`config.mk`:
```
export PLATFORM = sky130hd
export DESIGN_NAME = mem_stage_lsu_flat
export DESIGN_NICKNAME = d
export VERILOG_FILES = /design/src/rtl/mem_stage_lsu_if.sv /design/src/rtl/mem_stage_lsu.sv /design/src/flat_wrapper.sv
export SDC_FILE = /design/constraint.sdc
export NUM_CORES = 1
export LEC_CHECK = 0
export ABC_CLOCK_PERIOD_IN_PS = 1800
export CAP_MARGIN = 20
export CORE_MARGIN = 3
export CORE_UTILIZATION = 34
export CTS_BUF_LIST = sky130_fd_sc_hd__clkbuf_16
export CTS_CLUSTER_SIZE = 8
export DETAILED_ROUTE_END_ITERATION = 8
export GPL_TIMING_DRIVEN = 0
export PLACE_DENSITY_LB_ADDON = 0.3
export SYNTH_ARGS = -nofsm -noshare
export SYNTH_HDL_FRONTEND = slang
export SYNTH_SLANG_ARGS = --single-unit
```
`constraint.sdc`:
```
create_clock -name clk -period 1.8 [get_ports clk]
set_input_delay 0.27 -clock clk [delete_from_list [all_inputs] [get_ports clk]]
set_output_delay 0.27 -clock clk [all_outputs]
set_load 0.02 [all_outputs]
```
`src/rtl/mem_stage_lsu_if.sv`:
```
// Data-memory bus between the MEM-stage LSU (master) and the data memory (slave).
interface mem_stage_lsu_if;
    logic        dmem_req;
    logic        dmem_we;
    logic [31:0] dmem_addr;
    logic [31:0] dmem_wdata;
    logic [3:0]  dmem_be;
    logic        dmem_ready;
    logic [31:0] dmem_rdata;

    modport master (
        output dmem_req, dmem_we, dmem_addr, dmem_wdata, dmem_be,
        input  dmem_ready, dmem_rdata
    );

    modport slave (
        input  dmem_req, dmem_we, dmem_addr, dmem_wdata, dmem_be,
        output dmem_ready, dmem_rdata
    );
endinterface

```
`src/rtl/mem_stage_lsu.sv`:
```
// MEM-stage load/store unit: lane steering, load formatting and an IDLE/WAIT/DONE bus FSM.
// Build macro MISALIGN_TRAP_EN: flag and suppress misaligned halfword/word accesses.
module mem_stage_lsu (
    input  logic            clk,
    input  logic            rst,
    input  logic            MemReadM,
    input  logic            MemWriteM,
    input  logic [2:0]      Funct3M,
    input  logic [31:0]     ALUResultM,
    input  logic [31:0]     WriteDataM,
    output logic [31:0]     ReadDataM,
    output logic            StallM,
    output logic            MisalignM,
    mem_stage_lsu_if.master dmem
);
    typedef enum logic [1:0] {
        IDLE = 2'd0,
        WAIT = 2'd1,
        DONE = 2'd2
    } state_t;

    state_t      state, state_next;
    logic [31:0] rdata_q;
    logic        capture;
    logic        req_raw;
    logic        is_byte, is_half, is_unsigned;
    logic        misaligned, pending;
    logic [1:0]  off;
    logic [7:0]  lane_b;
    logic [15:0] lane_h;
    logic [31:0] load_fmt;

    assign off         = ALUResultM[1:0];
    assign is_byte     = (Funct3M[1:0] == 2'b00);
    assign is_half     = (Funct3M[1:0] == 2'b01);
    assign is_unsigned = Funct3M[2];

`ifdef MISALIGN_TRAP_EN
    assign misaligned = (is_half && off[0]) || (!is_byte && !is_half && (off != 2'b00));
`else
    assign misaligned = 1'b0;
`endif

    assign pending = (MemReadM || MemWriteM) && !misaligned;

    // Store lane steering; loads always fetch the whole word.
    always_comb begin
        dmem.dmem_be    = 4'b1111;
        dmem.dmem_wdata = WriteDataM;
        if (MemWriteM) begin
            if (is_byte) begin
                dmem.dmem_be    = 4'b0001 << off;
                dmem.dmem_wdata = {4{WriteDataM[7:0]}};
            end else if (is_half) begin
                dmem.dmem_be    = off[1] ? 4'b1100 : 4'b0011;
                dmem.dmem_wdata = {2{WriteDataM[15:0]}};
            end
        end
    end

    assign lane_b = dmem.dmem_rdata[{off, 3'b000} +: 8];
    assign lane_h = off[1] ? dmem.dmem_rdata[31:16] : dmem.dmem_rdata[15:0];

    always_comb begin
        if (is_byte) begin
            load_fmt = {{24{!is_unsigned && lane_b[7]}}, lane_b};
        end else if (is_half) begin
            load_fmt = {{16{!is_unsigned && lane_h[15]}}, lane_h};
        end else begin
            load_fmt = dmem.dmem_rdata;
        end
    end

    // NOTE: defaults first so every path assigns every output and no latch is inferred.
    always_comb begin
        state_next = state;
        req_raw    = 1'b0;
        capture    = 1'b0;
        case (state)
            IDLE: begin
                if (pending) begin
                    req_raw = 1'b1;
                    if (dmem.dmem_ready) begin
                        capture    = 1'b1;
                        state_next = DONE;
                    end else begin
                        state_next = WAIT;
                    end
                end
            end
            WAIT: begin
                req_raw = 1'b1;
                if (dmem.dmem_ready) begin
                    capture    = 1'b1;
                    state_next = DONE;
                end
            end
            DONE:    state_next = IDLE;
            default: state_next = IDLE;
        endcase
    end

    // NOTE: sequential state uses non-blocking assignments so all flops update together.
    always_ff @(posedge clk) begin
        if (rst) begin
            state   <= IDLE;
            rdata_q <= 32'd0;
        end else begin
            state <= state_next;
            if (capture) begin
                rdata_q <= MemWriteM ? 32'd0 : load_fmt;
            end
        end
    end

    // Reset overrides every control output combinationally.
    assign dmem.dmem_req  = req_raw && !rst;
    assign dmem.dmem_we   = req_raw && MemWriteM && !rst;
    assign dmem.dmem_addr = {ALUResultM[31:2], 2'b00};
    assign StallM         = req_raw && !rst;
    assign MisalignM      = misaligned && (MemReadM || MemWriteM) && (state == IDLE) && !rst;
    assign ReadDataM      = ((state == DONE) && !rst) ? rdata_q : 32'd0;
endmodule

```
`src/flat_wrapper.sv`:
```
// flat-port wrapper written by rule: the top's interface ports become plain ports
module mem_stage_lsu_flat 
  (clk, rst, MemReadM, MemWriteM, Funct3M, ALUResultM, WriteDataM, ReadDataM, StallM, MisalignM, dmem_dmem_req, dmem_dmem_we, dmem_dmem_addr, dmem_dmem_wdata, dmem_dmem_be, dmem_dmem_ready, dmem_dmem_rdata);
  mem_stage_lsu_if dmem_i ();
  input  logic clk;
  input  logic rst;
  input  logic MemReadM;
  input  logic MemWriteM;
  input  logic [2:0] Funct3M;
  input  logic [31:0] ALUResultM;
  input  logic [31:0] WriteDataM;
  output logic [31:0] ReadDataM;
  output logic StallM;
  output logic MisalignM;
  output wire logic [$bits(dmem_i.dmem_req)-1:0] dmem_dmem_req;
  output wire logic [$bits(dmem_i.dmem_we)-1:0] dmem_dmem_we;
  output wire logic [$bits(dmem_i.dmem_addr)-1:0] dmem_dmem_addr;
  output wire logic [$bits(dmem_i.dmem_wdata)-1:0] dmem_dmem_wdata;
  output wire logic [$bits(dmem_i.dmem_be)-1:0] dmem_dmem_be;
  input wire logic [$bits(dmem_i.dmem_ready)-1:0] dmem_dmem_ready;
  input wire logic [$bits(dmem_i.dmem_rdata)-1:0] dmem_dmem_rdata;
  assign dmem_dmem_req = dmem_i.dmem_req;
  assign dmem_dmem_we = dmem_i.dmem_we;
  assign dmem_dmem_addr = dmem_i.dmem_addr;
  assign dmem_dmem_wdata = dmem_i.dmem_wdata;
  assign dmem_dmem_be = dmem_i.dmem_be;
  assign dmem_i.dmem_ready = dmem_dmem_ready;
  assign dmem_i.dmem_rdata = dmem_dmem_rdata;
  mem_stage_lsu u_core (.clk(clk), .rst(rst), .MemReadM(MemReadM), .MemWriteM(MemWriteM), .Funct3M(Funct3M), .ALUResultM(ALUResultM), .WriteDataM(WriteDataM), .ReadDataM(ReadDataM), .StallM(StallM), .MisalignM(MisalignM), .dmem(dmem_i));
endmodule
```
==> reports/results.env, run 1 <==
P_SW_mW=0.811
CELL_AREA_REPORTED_AFTER_DETAILED_PLACEMENT_MM2=0.00462
FP_UTIL=0.353
TIMING.CRITICAL_PATH.CELLS='clkdlybuf4s50_1, o2111ai_4, or4b_1, clkbuf_4, buf_6, o21ai_1'
POWER_LEAKAGE_nW=2.27
TOTAL_NUMBER_OF_CLOCK_TREE_SINKS=34
PATH_BUFFERS=3
STD_CELL_ROWS=32
ASYNC_FLOP_SHARE=0
MAX_CAP_VIOL_COUNT=0
OUTCOME='finished, final reports clean'
MEASURED_SLEW_AT_THE_WORST_SLEW_CHECK_PIN_NS=0.569
REG2REG_CAPTURE_POINT='u_core.rdata_q[18]'
SYNTHTOPLOGICFAMILY='simple AND/OR/NAND/NOR gates'
FINISH.NET_COUNT=660
FIN_AREA_MM2=0.00498
MAX_SLEW_MARGIN=0.621
CTSRESIZECOUNT=304
MAXUSEDROUTINGLAYER='met4'
TIMING.FINAL.SETUP_VIOLATIONS=0
POWER.COMBINATIONAL.FRACTION=0.339
GRTUSAGEMET2=0.426
ENABLE_FLOP_CELLS=0
CRIT_END='u_core.rdata_q[18]'
CLKTRANSATPATHREGS_NS=0.06
SETUP.WORST_PATH.START='MemReadM'
SYNTH_WARN=0
R2R_START='u_core.state[1]'
MIN_DELAY_WORST_ENDPOINT='u_core.state[0]'
ANT_NETS=0
LAYOUT-AREA-OVERHEAD-VS-SYNTH_PCT=81.7
GRT_REMAINING_OVERFLOW=0
POST_SYNTH_INST_COUNT=361
CPLARGESTDELAYFAMILY='buffers and inverters'
HOLDCRITPATHCLASS='input port to register'
GRT_MAX_DEGREE=13
COMB_AREA_MM2=0.00170
MET2_WIRELENGTH_UM=5840
CLOCK_POWER_mW=1.12
AREA.SHARE.COMBINATIONAL=0.341
AND_OR_NAND_NOR_CELLS_AREA_FRACTION=0.267
YOSYS_AREA_MM2=0.00274
WIRE_PER_INST_UM=17.2
NFILLCELLS=686
NETLIST_TOP_CELLS_COUNT='sky130_fd_sc_hd__nand2_1, sky130_fd_sc_hd__buf_4, sky130_fd_sc_hd__dfxtp_1'
POST-PLACE-WS_NS=-1.35
VIASPERCELL=5.02
REGISTERS.TOP_BY_FF_COUNT='u_core.rdata_q'
ROOT_BUFFER='sky130_fd_sc_hd__clkbuf_16'
GRT_ANTENNA_BEFORE_REPAIR=0
TOP_USAGE_LAYER='met2'
TRITONCTS_CLOCK_TREE='done'
MET1_LENGTH_UM=3980
HOLDWS_NS=0.326
DRC_ERRORS=0
FIN_CRIT_SH=0.986
SYNTH.MUX.AREA_FRACTION=0.123
GRT_FIRST_PASS_WIRELENGTH_UM=17000
POWERDENSITY_mW_PER_MM2=584
SYNTH_DOMINANT_CELL_COUNT='sky130_fd_sc_hd__nand2_1'
POSTLAYOUTCOREUTIL=0.641
LAYOUT-DRIVE-GT1-SHARE=0.314
MIN-DELAY-START='dmem_dmem_ready'
Figure 1. Wiring heat map (run 1).
The die is cut into 19 by 19 equal tiles; dark blue is low, red is high, scaled to the fullest tile. Values are wire area over tile area, all layers added.
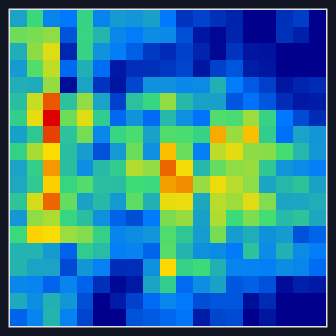
fullest tile	0.61
tiles over half the peak	22%
emptiest ninth of the die	top right

Figure 2. Clock routing (run 1).
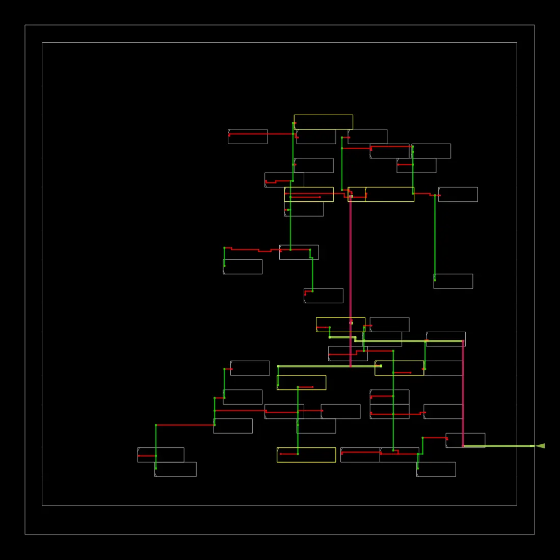
number of sequential storage elements: 34
Insertion Delay late pin: 0.28 ns
clk_skew: 0.00295 ns

Figure 3. Met4 routing (run 1).
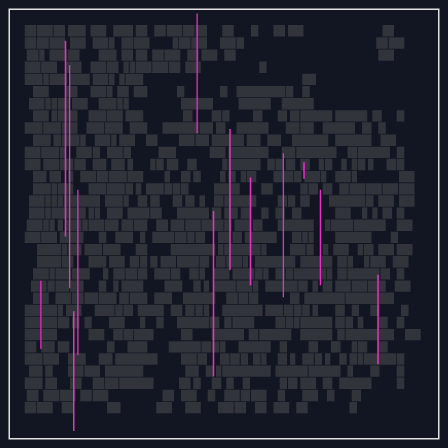
main direction	vertical
wire length on this layer	366 µm
nets with wire on the layer	13
share of all routed wire	3.2%

==> run 1 -> run 2 <==
--- a/config.mk
+++ b/config.mk
@@ -13,7 +13,9 @@
 export CTS_CLUSTER_SIZE = 8
 export DETAILED_ROUTE_END_ITERATION = 8
 export GPL_TIMING_DRIVEN = 0
+export HOLD_SLACK_MARGIN = 0.1
 export PLACE_DENSITY_LB_ADDON = 0.3
+export SKIP_CTS_REPAIR_TIMING = 1
 export SYNTH_ARGS = -nofsm -noshare
 export SYNTH_HDL_FRONTEND = slang
 export SYNTH_SLANG_ARGS = --single-unit
==> run 2 against run 1 <==
  * Clock skew up 0.00079 ns
  * First-iteration DRC count down 20%
  * Sequential power about the same
  * Clock power about the same
  * Register-to-register slack better by 0.06 ns
  * Synthesized cell count unchanged
  * Via count about the same
  * Fmax down 0.98%
  * Cell area up 0.68%
  * Global-route usage down 0.92 points
==> reports/results.env, run 2 <==
WIRE_PER_INST_UM=17.4  # +0.68%
P_SW_mW=0.811  # about the same
CRIT_END='dmem_dmem_wdata[8]'
SYNTH.LIB_CELLS_USED.DISTINCT=34
SYN_AREA_PER_CELL_UM2=7.59
VIASPERCELL=5.02  # about the same
CRITICAL_PATH_MAX_STAGE_DELAY_NS=0.36
MIN_DELAY_WORST_ENDPOINT='u_core.state[0]'
TOP_USAGE_LAYER='met2'
NFILLCELLS=666  # -2.9%
WORST_CLOCK_SKEW_NS=0.00374  # +0.000794 ns
SETUP.WORST_PATH.START='Funct3M[1]'
POWERDENSITY_mW_PER_MM2=579  # -0.81%
ENABLE_FLOP_CELLS=0  # unchanged
POSTLAYOUTCOREUTIL=0.645  # +0.00435
MAXUSEDROUTINGLAYER='met4'
CELL_AREA_REPORTED_AFTER_DETAILED_PLACEMENT_MM2=0.00462  # unchanged
DOMINANT_CELLS='buffers'
OUTCOME='finished, final reports clean'
MAX_SLEW_MARGIN=0.600  # -0.0212
PG_COMB_mW=0.980
SYNTH_WARN=0  # unchanged
MAX_FREQ_GHz=0.558
CLKPWRFRAC=0.387
POST-PLACE-WS_NS=-1.35  # unchanged
LAYOUT-AREA-OVERHEAD-VS-SYNTH_PCT=82.9
REGISTERS.TOP_BY_FF_COUNT='u_core.rdata_q'
SYNTHTOPLOGICFAMILY='simple AND/OR/NAND/NOR gates'
FIN_AREA_MM2=0.00501  # +0.68%
PLACE.DETAILED.HPWL_UM=8920
NUM_IO_PINS=208
STD_CELL_ROWS=32  # unchanged
CORE_AREA_MM2=0.00777
GRT_FIRST_PASS_WIRELENGTH_UM=16300  # -3.7%
REPORT.FINAL.SLEW_VIOL_COUNT=0
TRITONCTS_CLOCK_TREE='done'
BUFFER_AREA_FRAC=0.454
SWITCHING_SHARE=0.279
POWER_LEAKAGE_nW=2.53  # +11%
FIN_CRIT_SH=0.996  # +0.00975
SYNTH-SEQ-AREA-SHARE=0.248
MIN-DELAY-START='dmem_dmem_ready'
COMB_AREA_MM2=0.00169  # -0.15%
NETLIST_TOP_CELLS_COUNT='sky130_fd_sc_hd__nand2_1, sky130_fd_sc_hd__buf_4, sky130_fd_sc_hd__dfxtp_1'
FINAL.CLKBUF_COUNT=5
REQUIRED_NS=1.53
ANT_NETS=0  # unchanged
GRT_MAX_DEGREE=13  # unchanged
WARNING_TOTAL_ACROSS_THE_STAGE_LOGS=26
YOSYS_AREA_MM2=0.00274  # unchanged
SYNTH.FF_LATCH_COUNT=34
MAX_CAP_VIOL_COUNT=0  # unchanged
LAYOUT-DRIVE-GT1-SHARE=0.278  # -0.0359
MET1_LENGTH_UM=3940  # -1.1%
HOLDCRITPATHCLASS='input port to register'
IO_BUFFER_COUNT=174
REG2REG_CAPTURE_POINT='u_core.rdata_q[23]'
TIMING.CRITICAL_PATH.CELLS='buf_6, buf_6, nand2b_4, nor2_4, buf_4, mux2_2, clkbuf_2'
SYNTH.MUX.AREA_FRACTION=0.123  # unchanged
FINAL_CELL_COUNT_NO_FILL=660
FLOORPLAN.DIE.HEIGHT_UM=95.8
AREA.SHARE.COMBINATIONAL=0.338  # -0.00280
POWER.COMBINATIONAL.FRACTION=0.338  # about the same
R2R_START='u_core.state[1]'
MAPPEDNETLISTAREA_MM2=0.00274
FP_UTIL=0.353  # unchanged
PATH_BUFFERS=4  # +1
AND_OR_NAND_NOR_CELLS_AREA_FRACTION=0.267  # unchanged
MET2_WIRELENGTH_UM=5960  # +2.2%
POST-SYNTH-TOP-AREA-CELL='sky130_fd_sc_hd__dfxtp_1'
GRT_REMAINING_OVERFLOW=0  # unchanged
FINAL.MIN_CLOCK_PERIOD_NS=1.79
ROOT_BUFFER='sky130_fd_sc_hd__clkbuf_16'
FLOP-COUNT=34  # unchanged
TIMING.FINAL.SETUP_VIOLATIONS=0  # unchanged
POST_SYNTH_INST_COUNT=361  # unchanged
MEASURED_SLEW_AT_THE_WORST_SLEW_CHECK_PIN_NS=0.601  # +0.0318 ns
FINISH.NET_COUNT=660  # unchanged
ASYNC_FLOP_SHARE=0  # unchanged
CLKTRANSATPATHREGS_NS=0.05  # about the same
SEQAREAFRACTION=0.137
GRT_ANTENNA_BEFORE_REPAIR=1  # +1
HOLDWS_NS=0.358  # +0.0322 ns
DRC_ERRORS=0  # unchanged
CPLARGESTDELAYFAMILY='buffers and inverters'
CLOCK_LATENCY_NS=0.28  # about the same
CTSHTREEMAXLEVEL=2
LOGIC_GATE_COUNT=252
GRTUSAGEMET2=0.413  # -0.0127
SYNTH_DOMINANT_CELL_COUNT='sky130_fd_sc_hd__nand2_1'
Figure 4. Clock routing (run 2).
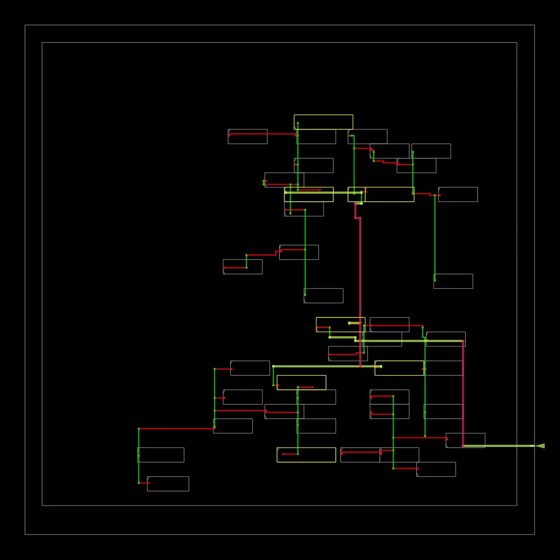
TritonCTS buffer count: 5
total number of clock tree sinks: 34
clock network power: 1.12 mW

Figure 5. Cell classes on the final placement (run 2).
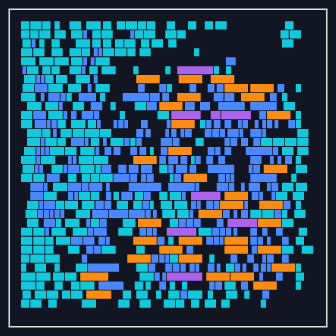
color	class	cells
blue	all other logic	261
cyan	other buffers and delay cells	254
purple	clock drivers and dummy loads	8
orange	flops	34

Power and IR drop assume default switching activity.
